==> images/gate_families.png <==
Scale: 2 px per um.
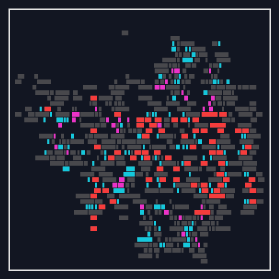
==> images/zoom.png <==
Window x 52 to 77, y 26 to 51 um. Cells in grey, sequential cells in the stronger grey; small squares are vias.
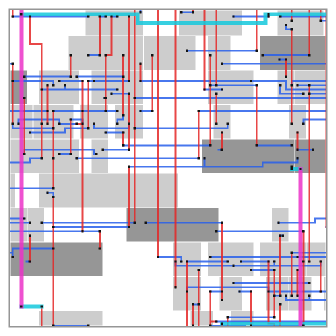
==> images/pins.png <==
Scale: 4 px per um. Pins as bars across the die edge, other pins in grey.
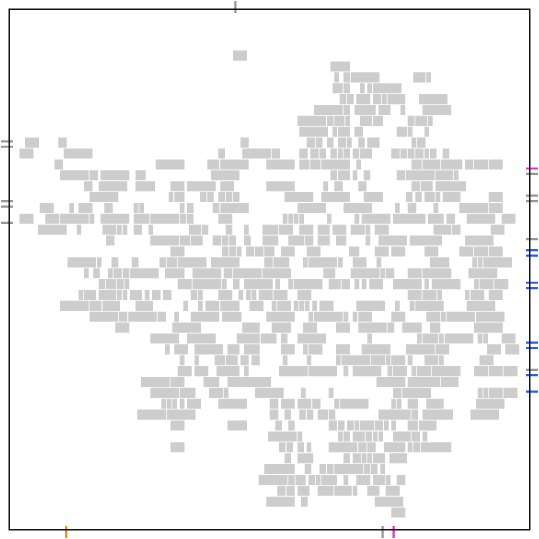
==> images/final_congestion.png <==
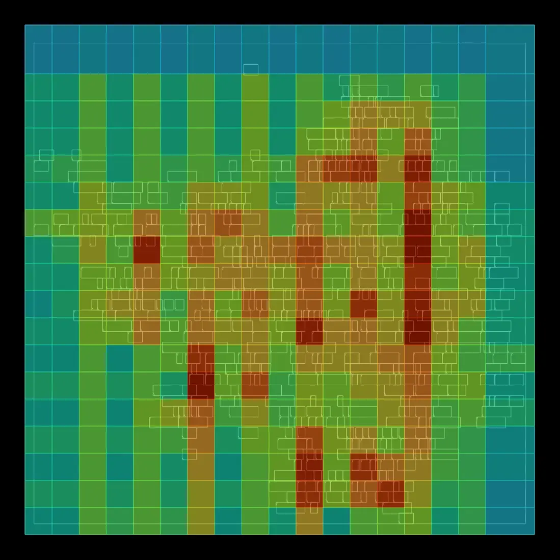
==> images/registers.png <==
Scale: 2 px per um.
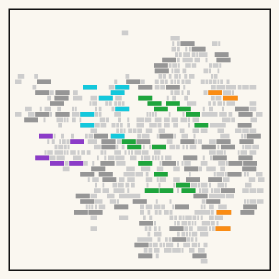
File: src/rtl/pll_cfg_seq.sv
// -----------------------------------------------------------------------------
// pll_cfg_seq
//
// Multi-channel PLL configuration and power-up sequencer. An oversampled SPI
// slave writes a small per-channel register file. A per-channel state machine
// then walks each PLL through OFF -> CP_ON -> VCO_ON -> READY. The CP-to-VCO
// delay is programmable and the VCO settle time is fixed by a parameter.
//
// Ports:
//   ref_clk      system clock, all logic on its rising edge
//   porb         synchronous active-low reset
//   spi_sck      SPI clock (asynchronous, synchronised here)
//   spi_csb      SPI chip select, active-low (asynchronous)
//   spi_sdi      SPI data in (asynchronous)
//   spi_sdo      SPI data out
//   spi_sdo_oe   SDO output enable, high only during a read data phase
//   pll_cp_enb   per-channel charge-pump enable, active-low
//   pll_vco_enb  per-channel VCO enable, active-low
//   pll_bypass   per-channel bypass
//   pll_trim     applied trim, channel c at [c*TRIM_W +: TRIM_W]
//   pll_ready    per-channel sequence complete
//
// Frame: 16 bits, MSB first, SPI mode 0. bit15 = R/W (1 = write),
// bits14:8 = address, bits7:0 = data. Register map per channel c
// (base = c*4): CTRL, TRIM, DLY, STATUS(RO). Address 0x7F = ID(RO).
// -----------------------------------------------------------------------------
module pll_cfg_seq #(
    parameter int         N_PLL  = 2,
    parameter int         TRIM_W = 4,
    parameter int         SETTLE = 64,
    parameter logic [7:0] ID_VAL = 8'hA5
) (
    input  logic                      ref_clk,
    input  logic                      porb,
    input  logic                      spi_sck,
    input  logic                      spi_csb,
    input  logic                      spi_sdi,
    output logic                      spi_sdo,
    output logic                      spi_sdo_oe,
    output logic [N_PLL-1:0]          pll_cp_enb,
    output logic [N_PLL-1:0]          pll_vco_enb,
    output logic [N_PLL-1:0]          pll_bypass,
    output logic [N_PLL*TRIM_W-1:0]   pll_trim,
    output logic [N_PLL-1:0]          pll_ready
);

    // Counter must hold both an 8-bit DLY value and SETTLE-1.
    localparam int CNT_W = ($clog2(SETTLE) > 8) ? $clog2(SETTLE) : 8;
    localparam logic [CNT_W-1:0] SETTLE_M1 = CNT_W'(SETTLE - 1);

    typedef enum logic [1:0] {
        ST_OFF    = 2'd0,
        ST_CP_ON  = 2'd1,
        ST_VCO_ON = 2'd2,
        ST_READY  = 2'd3
    } seq_state_e;

    // ---------------------------------------------------------------------
    // State
    // ---------------------------------------------------------------------
    // Synchroniser stages, bit order {sdi, csb, sck}.
    logic [2:0]        sync1_q, sync1_d;
    logic [2:0]        sync2_q, sync2_d;
    logic              sck_prev_q, sck_prev_d;

    logic [4:0]        bit_cnt_q, bit_cnt_d;
    logic [15:0]       shift_in_q, shift_in_d;
    logic              wr_pend_q, wr_pend_d;
    logic              rd_pend_q, rd_pend_d;
    logic              rd_frame_q, rd_frame_d;
    logic [7:0]        shift_out_q, shift_out_d;
    logic              sdo_q, sdo_d;
    logic              sdo_oe_q, sdo_oe_d;

    logic [1:0]        ctrl_q     [N_PLL];
    logic [1:0]        ctrl_d     [N_PLL];
    logic [TRIM_W-1:0] trim_reg_q [N_PLL];
    logic [TRIM_W-1:0] trim_reg_d [N_PLL];
    logic [7:0]        dly_q      [N_PLL];
    logic [7:0]        dly_d      [N_PLL];

    seq_state_e        state_q    [N_PLL];
    seq_state_e        state_d    [N_PLL];
    logic [CNT_W-1:0]  cnt_q      [N_PLL];
    logic [CNT_W-1:0]  cnt_d      [N_PLL];
    logic [TRIM_W-1:0] trim_q     [N_PLL];
    logic [TRIM_W-1:0] trim_d     [N_PLL];
    logic [N_PLL-1:0]  bypass_q, bypass_d;

    // ---------------------------------------------------------------------
    // Synchronised SPI view
    // ---------------------------------------------------------------------
    logic sck_s, csb_s, sdi_s;
    logic sck_rise, sck_fall;

    assign sck_s    = sync2_q[0];
    assign csb_s    = sync2_q[1];
    assign sdi_s    = sync2_q[2];
    assign sck_rise =  sck_s & ~sck_prev_q;
    assign sck_fall = ~sck_s &  sck_prev_q;

    // ---------------------------------------------------------------------
    // Read mux: address taken from the first 8 bits of the frame
    // ---------------------------------------------------------------------
    logic [6:0] rd_addr;
    logic [7:0] rd_data;

    assign rd_addr = shift_in_q[6:0];

    always_comb begin
        // NOTE: every combinational output gets a default first so that no
        // path through the block leaves it unassigned and infers a latch.
        rd_data = 8'h00;
        if (rd_addr == 7'h7F) begin
            rd_data = ID_VAL;
        end else begin
            for (int c = 0; c < N_PLL; c++) begin
                if (rd_addr[6:2] == 5'(c)) begin
                    case (rd_addr[1:0])
                        2'd0:    rd_data = {6'd0, ctrl_q[c]};
                        2'd1:    rd_data = 8'(trim_reg_q[c]);
                        2'd2:    rd_data = dly_q[c];
                        default: rd_data = {5'd0, (state_q[c] == ST_READY), state_q[c]};
                    endcase
                end
            end
        end
    end

    // ---------------------------------------------------------------------
    // SPI slave: bit counter, shift-in, shift-out
    // ---------------------------------------------------------------------
    always_comb begin
        sync1_d     = {spi_sdi, spi_csb, spi_sck};
        sync2_d     = sync1_q;
        sck_prev_d  = sck_s;
        bit_cnt_d   = bit_cnt_q;
        shift_in_d  = shift_in_q;
        wr_pend_d   = 1'b0;
        rd_pend_d   = 1'b0;
        rd_frame_d  = rd_frame_q;
        shift_out_d = shift_out_q;
        sdo_d       = sdo_q;
        sdo_oe_d    = sdo_oe_q;

        if (csb_s) begin
            bit_cnt_d  = 5'd0;
            rd_frame_d = 1'b0;
            sdo_d      = 1'b0;
            sdo_oe_d   = 1'b0;
        end else begin
            // The counter saturates at 16, so rises past the 16th are dropped
            // and the committed frame is always the first 16 bits.
            if (sck_rise && (bit_cnt_q != 5'd16)) begin
                shift_in_d = {shift_in_q[14:0], sdi_s};
                bit_cnt_d  = bit_cnt_q + 5'd1;
                if (bit_cnt_q == 5'd15) begin
                    wr_pend_d = 1'b1;
                end
                // R/W sits at bit 6 once seven bits have arrived.
                if ((bit_cnt_q == 5'd7) && !shift_in_q[6]) begin
                    rd_pend_d = 1'b1;
                end
            end

            if (rd_pend_q) begin
                shift_out_d = rd_data;
                rd_frame_d  = 1'b1;
            end else if (sck_fall && rd_frame_q) begin
                // Zeros shift in behind the data, so SDO holds 0 after bit 0.
                sdo_oe_d    = 1'b1;
                sdo_d       = shift_out_q[7];
                shift_out_d = {shift_out_q[6:0], 1'b0};
            end
        end
    end

    // ---------------------------------------------------------------------
    // Register file writes, one cycle after the 16th rise
    // ---------------------------------------------------------------------
    logic [6:0] wr_addr;
    logic [7:0] wr_data;

    assign wr_addr = shift_in_q[14:8];
    assign wr_data = shift_in_q[7:0];

    always_comb begin
        ctrl_d     = ctrl_q;
        trim_reg_d = trim_reg_q;
        dly_d      = dly_q;
        if (wr_pend_q && shift_in_q[15]) begin
            for (int c = 0; c < N_PLL; c++) begin
                if (wr_addr[6:2] == 5'(c)) begin
                    case (wr_addr[1:0])
                        2'd0:    ctrl_d[c]     = wr_data[1:0];
                        2'd1:    trim_reg_d[c] = wr_data[TRIM_W-1:0];
                        2'd2:    dly_d[c]      = wr_data;
                        default: ;  // STATUS is read-only
                    endcase
                end
            end
        end
    end

    // ---------------------------------------------------------------------
    // Per-channel power-up sequencers
    // ---------------------------------------------------------------------
    always_comb begin
        state_d  = state_q;
        cnt_d    = cnt_q;
        trim_d   = trim_q;
        bypass_d = bypass_q;
        for (int c = 0; c < N_PLL; c++) begin
            bypass_d[c] = ctrl_q[c][1];

            // Trim is only applied to the analog block while the PLL is off;
            // writes made while active wait here until the channel drops out.
            if (state_q[c] == ST_OFF) begin
                trim_d[c] = trim_reg_q[c];
            end

            // Dropping en_req wins over any counter expiry.
            if (!ctrl_q[c][0]) begin
                state_d[c] = ST_OFF;
                cnt_d[c]   = '0;
            end else begin
                case (state_q[c])
                    ST_OFF: begin
                        state_d[c] = ST_CP_ON;
                        cnt_d[c]   = CNT_W'(dly_q[c]);
                    end
                    ST_CP_ON: begin
                        if (cnt_q[c] == '0) begin
                            state_d[c] = ST_VCO_ON;
                            cnt_d[c]   = SETTLE_M1;
                        end else begin
                            cnt_d[c] = cnt_q[c] - CNT_W'(1);
                        end
                    end
                    ST_VCO_ON: begin
                        if (cnt_q[c] == '0) begin
                            state_d[c] = ST_READY;
                        end else begin
                            cnt_d[c] = cnt_q[c] - CNT_W'(1);
                        end
                    end
                    default: ;  // ST_READY holds until en_req drops
                endcase
            end
        end
    end

    // Enables decode straight from the state register: both rise together on
    // entry to OFF, and VCO can only be enabled in states that follow CP_ON.
    always_comb begin
        pll_cp_enb  = '1;
        pll_vco_enb = '1;
        pll_ready   = '0;
        pll_trim    = '0;
        for (int c = 0; c < N_PLL; c++) begin
            pll_cp_enb[c]  = (state_q[c] == ST_OFF);
            pll_vco_enb[c] = (state_q[c] == ST_OFF) || (state_q[c] == ST_CP_ON);
            pll_ready[c]   = (state_q[c] == ST_READY);
            pll_trim[c*TRIM_W +: TRIM_W] = trim_q[c];
        end
    end

    assign pll_bypass = bypass_q;
    assign spi_sdo    = sdo_q;
    assign spi_sdo_oe = sdo_oe_q;

    // ---------------------------------------------------------------------
    // Registers
    // ---------------------------------------------------------------------
    // NOTE: sequential state uses non-blocking assignments only, so every
    // flop samples the pre-edge value of every other flop.
    always_ff @(posedge ref_clk) begin
        if (!porb) begin
            sync1_q     <= '0;
            sync2_q     <= '0;
            sck_prev_q  <= 1'b0;
            bit_cnt_q   <= '0;
            shift_in_q  <= '0;
            wr_pend_q   <= 1'b0;
            rd_pend_q   <= 1'b0;
            rd_frame_q  <= 1'b0;
            shift_out_q <= '0;
            sdo_q       <= 1'b0;
            sdo_oe_q    <= 1'b0;
            // NOTE: the register file is a handful of flops, not a RAM, and
            // must read back 0 after reset, so it is reset with everything else.
            ctrl_q      <= '{default: '0};
            trim_reg_q  <= '{default: '0};
            dly_q       <= '{default: '0};
            state_q     <= '{default: ST_OFF};
            cnt_q       <= '{default: '0};
            trim_q      <= '{default: '0};
            bypass_q    <= '0;
        end else begin
            sync1_q     <= sync1_d;
            sync2_q     <= sync2_d;
            sck_prev_q  <= sck_prev_d;
            bit_cnt_q   <= bit_cnt_d;
            shift_in_q  <= shift_in_d;
            wr_pend_q   <= wr_pend_d;
            rd_pend_q   <= rd_pend_d;
            rd_frame_q  <= rd_frame_d;
            shift_out_q <= shift_out_d;
            sdo_q       <= sdo_d;
            sdo_oe_q    <= sdo_oe_d;
            ctrl_q      <= ctrl_d;
            trim_reg_q  <= trim_reg_d;
            dly_q       <= dly_d;
            state_q     <= state_d;
            cnt_q       <= cnt_d;
            trim_q      <= trim_d;
            bypass_q    <= bypass_d;
        end
    end

endmodule

File: config.mk
export PLATFORM = sky130hd
export DESIGN_NAME = pll_cfg_seq
export DESIGN_NICKNAME = d
export VERILOG_FILES = /design/src/rtl/pll_cfg_seq.sv
export SDC_FILE = /design/constraint.sdc
export NUM_CORES = 1
export LEC_CHECK = 0
export ABC_AREA = 0
export CORE_MARGIN = 2
export CORE_UTILIZATION = 30
export CTS_BUF_LIST = sky130_fd_sc_hd__clkbuf_4 sky130_fd_sc_hd__clkbuf_8
export DETAILED_ROUTE_END_ITERATION = 6
export GPL_TIMING_DRIVEN = 0
export SYNTH_ARGS = -nofsm -noshare
export SYNTH_HDL_FRONTEND = slang
export SYNTH_SLANG_ARGS = --single-unit
File: constraint.sdc
create_clock -name ref_clk -period 2.4 [get_ports ref_clk]
set_input_delay 0.36 -clock ref_clk [delete_from_list [all_inputs] [get_ports ref_clk]]
set_output_delay 0.36 -clock ref_clk [all_outputs]
set_load 0.01 [all_outputs]
==> ci_impl_report.md <==
## PnR job results

| Metric | Value |
|---|---|
| Setup violations, final | 0 |
| Worst r2r src | shift_in_q[0] |
| DR pass1 iterations | 5 |
| Synth Seq Share | 41.79% |
| CP endpoint kind | output port |
| Cts bufs inserted | 9 |
| CP max FO | 7 |
| Synth area leader | dfxtp_1 |
| Setup ws final | 147.1 ps |
| Clk root buf | clkbuf_8 |
| Tally of yosys warning messages | 0 |
| Setup crit start | state_q[2] |
| Worst Hold Class | reg2reg |
| Fmax | 443.9 MHz |
| CTS Buffer Depth | 2 |
| Synth async-reset ratio | 0% |
| Final nets | 561 |
| Post-DP Area | 0.005226 sq mm |
| Tool Warnings | 36 |
| Final WL | 10970 um |
| Worst-path clk slew | 100 ps |
| Vias per cell | 5.029 |
| Placer congestion estimate | 0.9069 |
| Final Instance Area | 0.005430 sq mm |
| Die area | 0.01683 sq mm |
| Critical Path AT | 1890 ps |
| R2r worst-path depth | 6 |
| Synthesized area | 0.004742 sq mm |
| Critical Path Source Type | register |
| Top Layout Cells | dfxtp_1, nor2_1, mux2i_1 |
| Pin count of the biggest net entering global routing | 16 |
| Core ar. | 0.01531 sq mm |
| Fin crit share | 93.87% |
| Initial antenna violation count | 0 |
| Vias in the first global route | 3652 |
| Clock skew | 12.02 ps |
| Clk sink count | 99 |
| Ports | 23 |
| Highest routing layer actually used | met4 |
| Max-Slew Margin vs Limit | 51.89% |
| Vias | 3802 |
| Cells after synthesis | 509 |
| Synthesized Nets | 530 |
| Max-cap violation count | 0 |
| Post-DP HPWL | 8085 um |
| Count of library flops with an enable pin | 0 |
| Yosys Instances | 509 |
| Remaining Overflow, GRT | 0 |
| Worst hold slack | 437.7 ps |
| Cells after DPL | 742 |
| H-tree depth reported by CTS | 3 |
| # diodes | 0 |
| Core Density at Floorplan | 30.96% |
| Ys flops | 99 |
| Row cnt | 45 |
| Post-CTS Setup Bufs | 0 |
| Commonest flop | dfxtp_1 |
| Total track usage | 13.65% |
| Synthesized area per cell | 9.316 sq um |
| Slew Limit Fails | 0 |
| RSZ-0062 raised after global routing | no |
| Yosys stat area | 0.004742 sq mm |
| Met3 WL | 506 um |
| Critical path class | reg2out |
| Max IR drop VDD | 0.2565 mV |
| First-pass GRT wire length | 18130 um |
| DR WL met2 | 4936 um |
| Fin. Hold Viols | 0 |
| Fillcell total | 1555 |
| Area Growth Syn to Fin | 14.51% |
| Share of post-route cells with drive strength above 1 | 9.358% |
| Status | finished, final reports clean |
| Post-route antenna net violation count | 0 |
| Netlist cell types | 57 |
| M1 WL | 5305 um |
| Top cell type's share of synthesized area | 41.79% |
| Leak | 0.002009 uW |
| PD cells | 519.9 mW/mm^2 |
| Req. time, crit path | 2040 ps |
| DRT iter0 DRCs | 258 |
| CP endpoint | pll_vco_enb[0] |
| Worst slack, placed | -22.30 ps |
| Clk_lat worst skew | 380 ps |
| Worst slew pin tran | 715.0 ps |
-- gate_families.png (at the start) --
Key: multiplexers = red [cells 68, most used mux2i_1]; NOR gates = cyan [cells 104, most used nor2_1]; NAND gates = magenta [cells 36, most used nand2_1]
combinational share of cell area: 46.82%
Layout Cells excl Fill: 756
most used logic cell in the final layout: dfxtp_1

-- zoom.png (at the start) --
Key: met3 = cyan; met1 = blue; met4 = magenta; met2 = red
Sequential cells in the window: 4. Netlist names of flops here include dly_q (2). 34 logic cells have their middle in the window. Most frequent: nor2_1 (4), dfxtp_1 (4), mux2i_1 (3).

-- pins.png (at the start) --
Key: pll_trim = blue [pins 8, direction output, edge right]; pll_vco_enb = magenta [pins 2, direction output, edge 1 bottom, 1 right]; ref_clk = orange [pins 1, direction input, edge bottom]
All pins by edge: 14 right, 5 left, 3 bottom, 1 top.
# port buffers: 22
Die W: 129.7 um
Die Span Y: 129.7 um

-- final_congestion.png (at the start) --
met1 GRT Util: 18.07%
routed len/inst: 14.50 um
gr busiest metal: met2

-- registers.png (at the start) --
Key: shift_out_q = cyan [sequential cells 8]; dly_q = green [sequential cells 16, where middle]; bit_cnt_q = purple [sequential cells 5, where left middle]; state_q = orange [sequential cells 4]
sequential power: 1650 uW
Reg area: 0.001986 sq mm
fin util: 35.46%
register share of the cell area: 36.57%

## routing by layer
layer  track usage [%]  up-vias
li1                  -     1881
met1             18.07     1819
met2             21.84       84
met3             2.706       18
met4             5.629        0
met5                 0        -
## Yosys cell counts (all sizes together) (9+ instances only)
cell type / number
dfxtp: 99
nor2: 73
mux2i: 58
o21ai: 32
a21oi: 24
clkbuf: 24
inv: 22
ha: 16
nand2: 12
and2: 11
a31oi: 9
nor2b: 9
nor3: 9
## worst max-delay path: stages (launching register included)
cell and delay (ps):
dfxtp_2 400, inv_1 80, ha_2 250, or2_2 310
clkdlybuf4s50_1 480
## per-stage QoR
step	total power (uW)	utilization, %	setup TNS, ps
3_5_place_dp	1755	34.13	-124.9
4_1_cts	2851	35.42	0
6_report	2823	35.46	0
5_1_grt	2921	35.46	0
3_3_place_gp	1753	34.13	-127.0
2_1_floorplan	1731	-	0
## timing repair
item	in CTS	in global routing
hold buffers	0	0
setup endpoints to repair	2	2
resized	3	2
## cells by family after synthesis
family                     share of synthesized area (%)
muxes                                              15.57
and+or+nand+nor                                    19.50
AOI/OAI and AO/OA                                  13.67
xor gates and xnor gates                          0.5542
adders and majority gates                          4.222
buffers and inverters                              4.697
DFF                                                41.79
## flip-flops by register name, summed over array words and instances, names as in the netlist
register / flops
rd_frame_q: 1
shift_out_q: 8
pll_trim: 8
sck_prev_q: 1
bypass_d: 2
pll_bypass: 2
shift_in_q: 16
spi_sdo: 1
sync2_q: 3
rd_pend_q: 1
ctrl_q: 2
cnt_q: 16
state_q: 4
dly_q: 16
wr_pend_q: 1
trim_reg_q: 8
bit_cnt_q: 5
sync1_q: 3
spi_sdo_oe: 1
## how the worst min path moves through the flow
stage | startpoint | to | slack (ps) | depth (start not counted)
after CTS | sync1_q[2] | sync2_q[2] | 440 | 1
after global routing | sync1_q[2] | sync2_q[2] | 450 | 1
after detailed placement | sync1_q[2] | sync2_q[2] | 420 | 1
final | sync1_q[0] | sync2_q[0] | 440 | 1
after floorplan | sync1_q[0] | sync2_q[0] | 410 | 1
after global placement | sync1_q[2] | sync2_q[2] | 420 | 1
## power breakdown
part	switching (uW)	internal, uW	total, uW
sequential	4.58	1650	1650
clock	576	533	1110
combinational	39.8	22.3	62.1
total	620	2200	2820
## final cells by class
| class | instances | area [sq um] | share of cell area [%] |
|---|---|---|---|
| inverters | 22 | 82.58 | 1.521 |
| clock buffers | 12 | 152.6 | 2.811 |
| multi-input cells | 356 | 2542 | 46.82 |
| repair buffers | 22 | 220.2 | 4.055 |
| flip-flops and latches | 99 | 1986 | 36.57 |
| clock inverters | 4 | 50.05 | 0.9217 |
| well taps | 211 | 264.0 | 4.862 |
| plain buffers | 30 | 132.6 | 2.442 |
Power and IR drop assume default switching activity.
